**config.mk**
```make
export PLATFORM = sky130hd
export DESIGN_NAME = countdown_timer
export DESIGN_NICKNAME = d
export VERILOG_FILES = /design/src/rtl/countdown_timer.sv
export SDC_FILE = /design/constraint.sdc
export NUM_CORES = 1
export LEC_CHECK = 0
export ABC_CLOCK_PERIOD_IN_PS = 2900
export CAP_MARGIN = 20
export CORE_MARGIN = 2
export CORE_UTILIZATION = 40
export CTS_BUF_LIST = sky130_fd_sc_hd__clkbuf_2
export DETAILED_ROUTE_END_ITERATION = 12
export SYNTH_ARGS = -nofsm -noshare
export SYNTH_HDL_FRONTEND = slang
export SYNTH_SLANG_ARGS = --single-unit
```
**constraint.sdc**
```tcl
create_clock -name clk -period 2.9 [get_ports clk]
set_clock_uncertainty 0.05 [all_clocks]
set_input_delay 0.435 -clock clk [delete_from_list [all_inputs] [get_ports clk]]
set_output_delay 0.435 -clock clk [all_outputs]
set_load 0.01 [all_outputs]
```
**src/rtl/countdown_timer.sv**
```systemverilog
// BCD MM:SS countdown timer with a one-second prescaler, pause/resume and expiry flag.
// Digits borrow downward seconds-ones -> minutes-tens; reaching 00:00 latches EXPIRED.
module countdown_timer #(
    parameter int TICK_DIV = 50000000
) (
    input  logic       clk,
    input  logic       rst,
    input  logic       load,
    input  logic [2:0] ld_mt,
    input  logic [3:0] ld_mo,
    input  logic [2:0] ld_st,
    input  logic [3:0] ld_so,
    input  logic       start,
    input  logic       pause,
    output logic [2:0] min_t,
    output logic [3:0] min_o,
    output logic [2:0] sec_t,
    output logic [3:0] sec_o,
    output logic       running,
    output logic       expired,
    output logic       done
);

    localparam int PW = $clog2(TICK_DIV);
    localparam logic [PW-1:0] PRESC_LAST = PW'(TICK_DIV - 1);
    localparam logic [PW-1:0] PRESC_ONE  = PW'(1);
    localparam logic [PW-1:0] PRESC_ZERO = '0;

    typedef enum logic [1:0] {
        IDLE    = 2'd0,
        RUN     = 2'd1,
        PAUSE   = 2'd2,
        EXPIRED = 2'd3
    } state_t;

    function automatic logic [3:0] clamp9(input logic [3:0] d);
        return (d > 4'd9) ? 4'd9 : d;
    endfunction

    function automatic logic [2:0] clamp5(input logic [2:0] d);
        return (d > 3'd5) ? 3'd5 : d;
    endfunction

    state_t        state_r, state_s;
    logic [PW-1:0] presc_r, presc_s;
    logic [2:0]    mt_r, mt_s, st_r, st_s;
    logic [3:0]    mo_r, mo_s, so_r, so_s;
    logic          running_r, expired_r, done_r, done_s;
    logic          count_nz_s, at_one_s, tick_s;

    assign count_nz_s = (mt_r != 3'd0) || (mo_r != 4'd0) || (st_r != 3'd0) || (so_r != 4'd0);
    assign at_one_s   = (mt_r == 3'd0) && (mo_r == 4'd0) && (st_r == 3'd0) && (so_r == 4'd1);
    assign tick_s     = (presc_r == PRESC_LAST);

    // Next-state, prescaler and digit update; pause outranks load, load outranks start.
    always_comb begin
        state_s = state_r;
        presc_s = presc_r;
        mt_s    = mt_r;
        mo_s    = mo_r;
        st_s    = st_r;
        so_s    = so_r;
        done_s  = 1'b0;
        case (state_r)
            IDLE: begin
                if (pause) begin
                    state_s = IDLE;
                end else if (load) begin
                    mt_s = clamp5(ld_mt);
                    mo_s = clamp9(ld_mo);
                    st_s = clamp5(ld_st);
                    so_s = clamp9(ld_so);
                end else if (start && count_nz_s) begin
                    state_s = RUN;
                    presc_s = PRESC_ZERO;
                end else begin
                    state_s = IDLE;
                end
            end
            RUN: begin
                if (pause) begin
                    state_s = PAUSE;
                end else if (tick_s) begin
                    presc_s = PRESC_ZERO;
                    if (so_r != 4'd0) begin
                        so_s = so_r - 4'd1;
                    end else begin
                        so_s = 4'd9;
                        if (st_r != 3'd0) begin
                            st_s = st_r - 3'd1;
                        end else begin
                            st_s = 3'd5;
                            if (mo_r != 4'd0) begin
                                mo_s = mo_r - 4'd1;
                            end else begin
                                mo_s = 4'd9;
                                mt_s = mt_r - 3'd1;
                            end
                        end
                    end
                    if (at_one_s) begin
                        state_s = EXPIRED;
                        done_s  = 1'b1;
                    end else begin
                        state_s = RUN;
                    end
                end else begin
                    presc_s = presc_r + PRESC_ONE;
                end
            end
            PAUSE: begin
                if (pause) begin
                    state_s = PAUSE;
                end else if (load) begin
                    mt_s    = clamp5(ld_mt);
                    mo_s    = clamp9(ld_mo);
                    st_s    = clamp5(ld_st);
                    so_s    = clamp9(ld_so);
                    presc_s = PRESC_ZERO;
                    state_s = IDLE;
                end else if (start && count_nz_s) begin
                    state_s = RUN;
                end else begin
                    state_s = PAUSE;
                end
            end
            EXPIRED: begin
                if (pause) begin
                    state_s = EXPIRED;
                end else if (load) begin
                    mt_s    = clamp5(ld_mt);
                    mo_s    = clamp9(ld_mo);
                    st_s    = clamp5(ld_st);
                    so_s    = clamp9(ld_so);
                    presc_s = PRESC_ZERO;
                    state_s = IDLE;
                end else begin
                    state_s = EXPIRED;
                end
            end
            default: begin
                state_s = IDLE;
                presc_s = PRESC_ZERO;
            end
        endcase
    end

    // State, digits and status flags; status flags follow the next state so they align with it.
    always_ff @(posedge clk or negedge rst) begin
        if (!rst) begin
            state_r   <= IDLE;
            presc_r   <= PRESC_ZERO;
            mt_r      <= 3'd0;
            mo_r      <= 4'd0;
            st_r      <= 3'd0;
            so_r      <= 4'd0;
            running_r <= 1'b0;
            expired_r <= 1'b0;
            done_r    <= 1'b0;
        end else begin
            state_r   <= state_s;
            presc_r   <= presc_s;
            mt_r      <= mt_s;
            mo_r      <= mo_s;
            st_r      <= st_s;
            so_r      <= so_s;
            running_r <= (state_s == RUN);
            expired_r <= (state_s == EXPIRED);
            done_r    <= done_s;
        end
    end

    assign min_t   = mt_r;
    assign min_o   = mo_r;
    assign sec_t   = st_r;
    assign sec_o   = so_r;
    assign running = running_r;
    assign expired = expired_r;
    assign done    = done_r;

endmodule

```
==> images/power_grid.png <==
Pins as bars on the die edge.
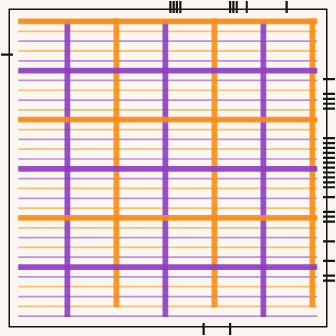
| color | net |
|---|---|
| orange | VDD |
| purple | VSS |
met1 rails: 31
met4 straps: 6
signal pins: 36
rows: 30
met5 straps: 6

==> GITHUB_STEP_SUMMARY <==
## PnR job results

| Metric | Value |
|---|---|
| Status | completed |
| Final setup viols | 0 |
| Power Sequential | 0.844 mW |
| Top Layout Cells | dfrtp_1, clkdlybuf4s50_1, nor2_1, nand2_1, nand3_1 |
| Buf+Inv Stages, Crit Path | 0 |
| Yosys xor share | 0.0314 |
| Yosys reg bits | 45 |
| First-pass GRT wire length | 12.4 mm |
| Clock Buffer Count | 5 |
| IO Pins | 36 |
| Synth top cells by count | dfrtp_1, nor2_1, nand2_1, nand3_1, o21ai_0 |
| CTS tree | yes |
| Final Core Density | 0.502 |
| IO buf count | 35 |
| Post-route cell area | 3390 sq um |
| MUX area fraction | 0.00359 |
| Finished Layout Cells | 451 |
| Least-Margin Pin Slew | 0.499 ns |
| Worst ir drop on vdd | 0.000167 V |
| Top_reg_cell synth | dfrtp_1 |
| Setup TNS Final | 0 ns |
==> images/placement_by_type.png <==
Scale bar: 20 microns.
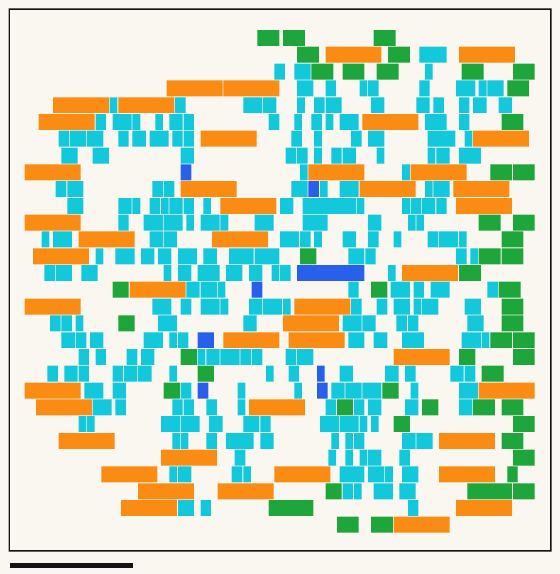
| color | class | cells |
|---|---|---|
| orange | sequential cells | 45 |
| green | remaining buffers and delay cells | 51 |
| cyan | combinational and other logic | 267 |
| blue | clock drivers and dummy loads | 8 |

Power and IR drop assume default switching activity.
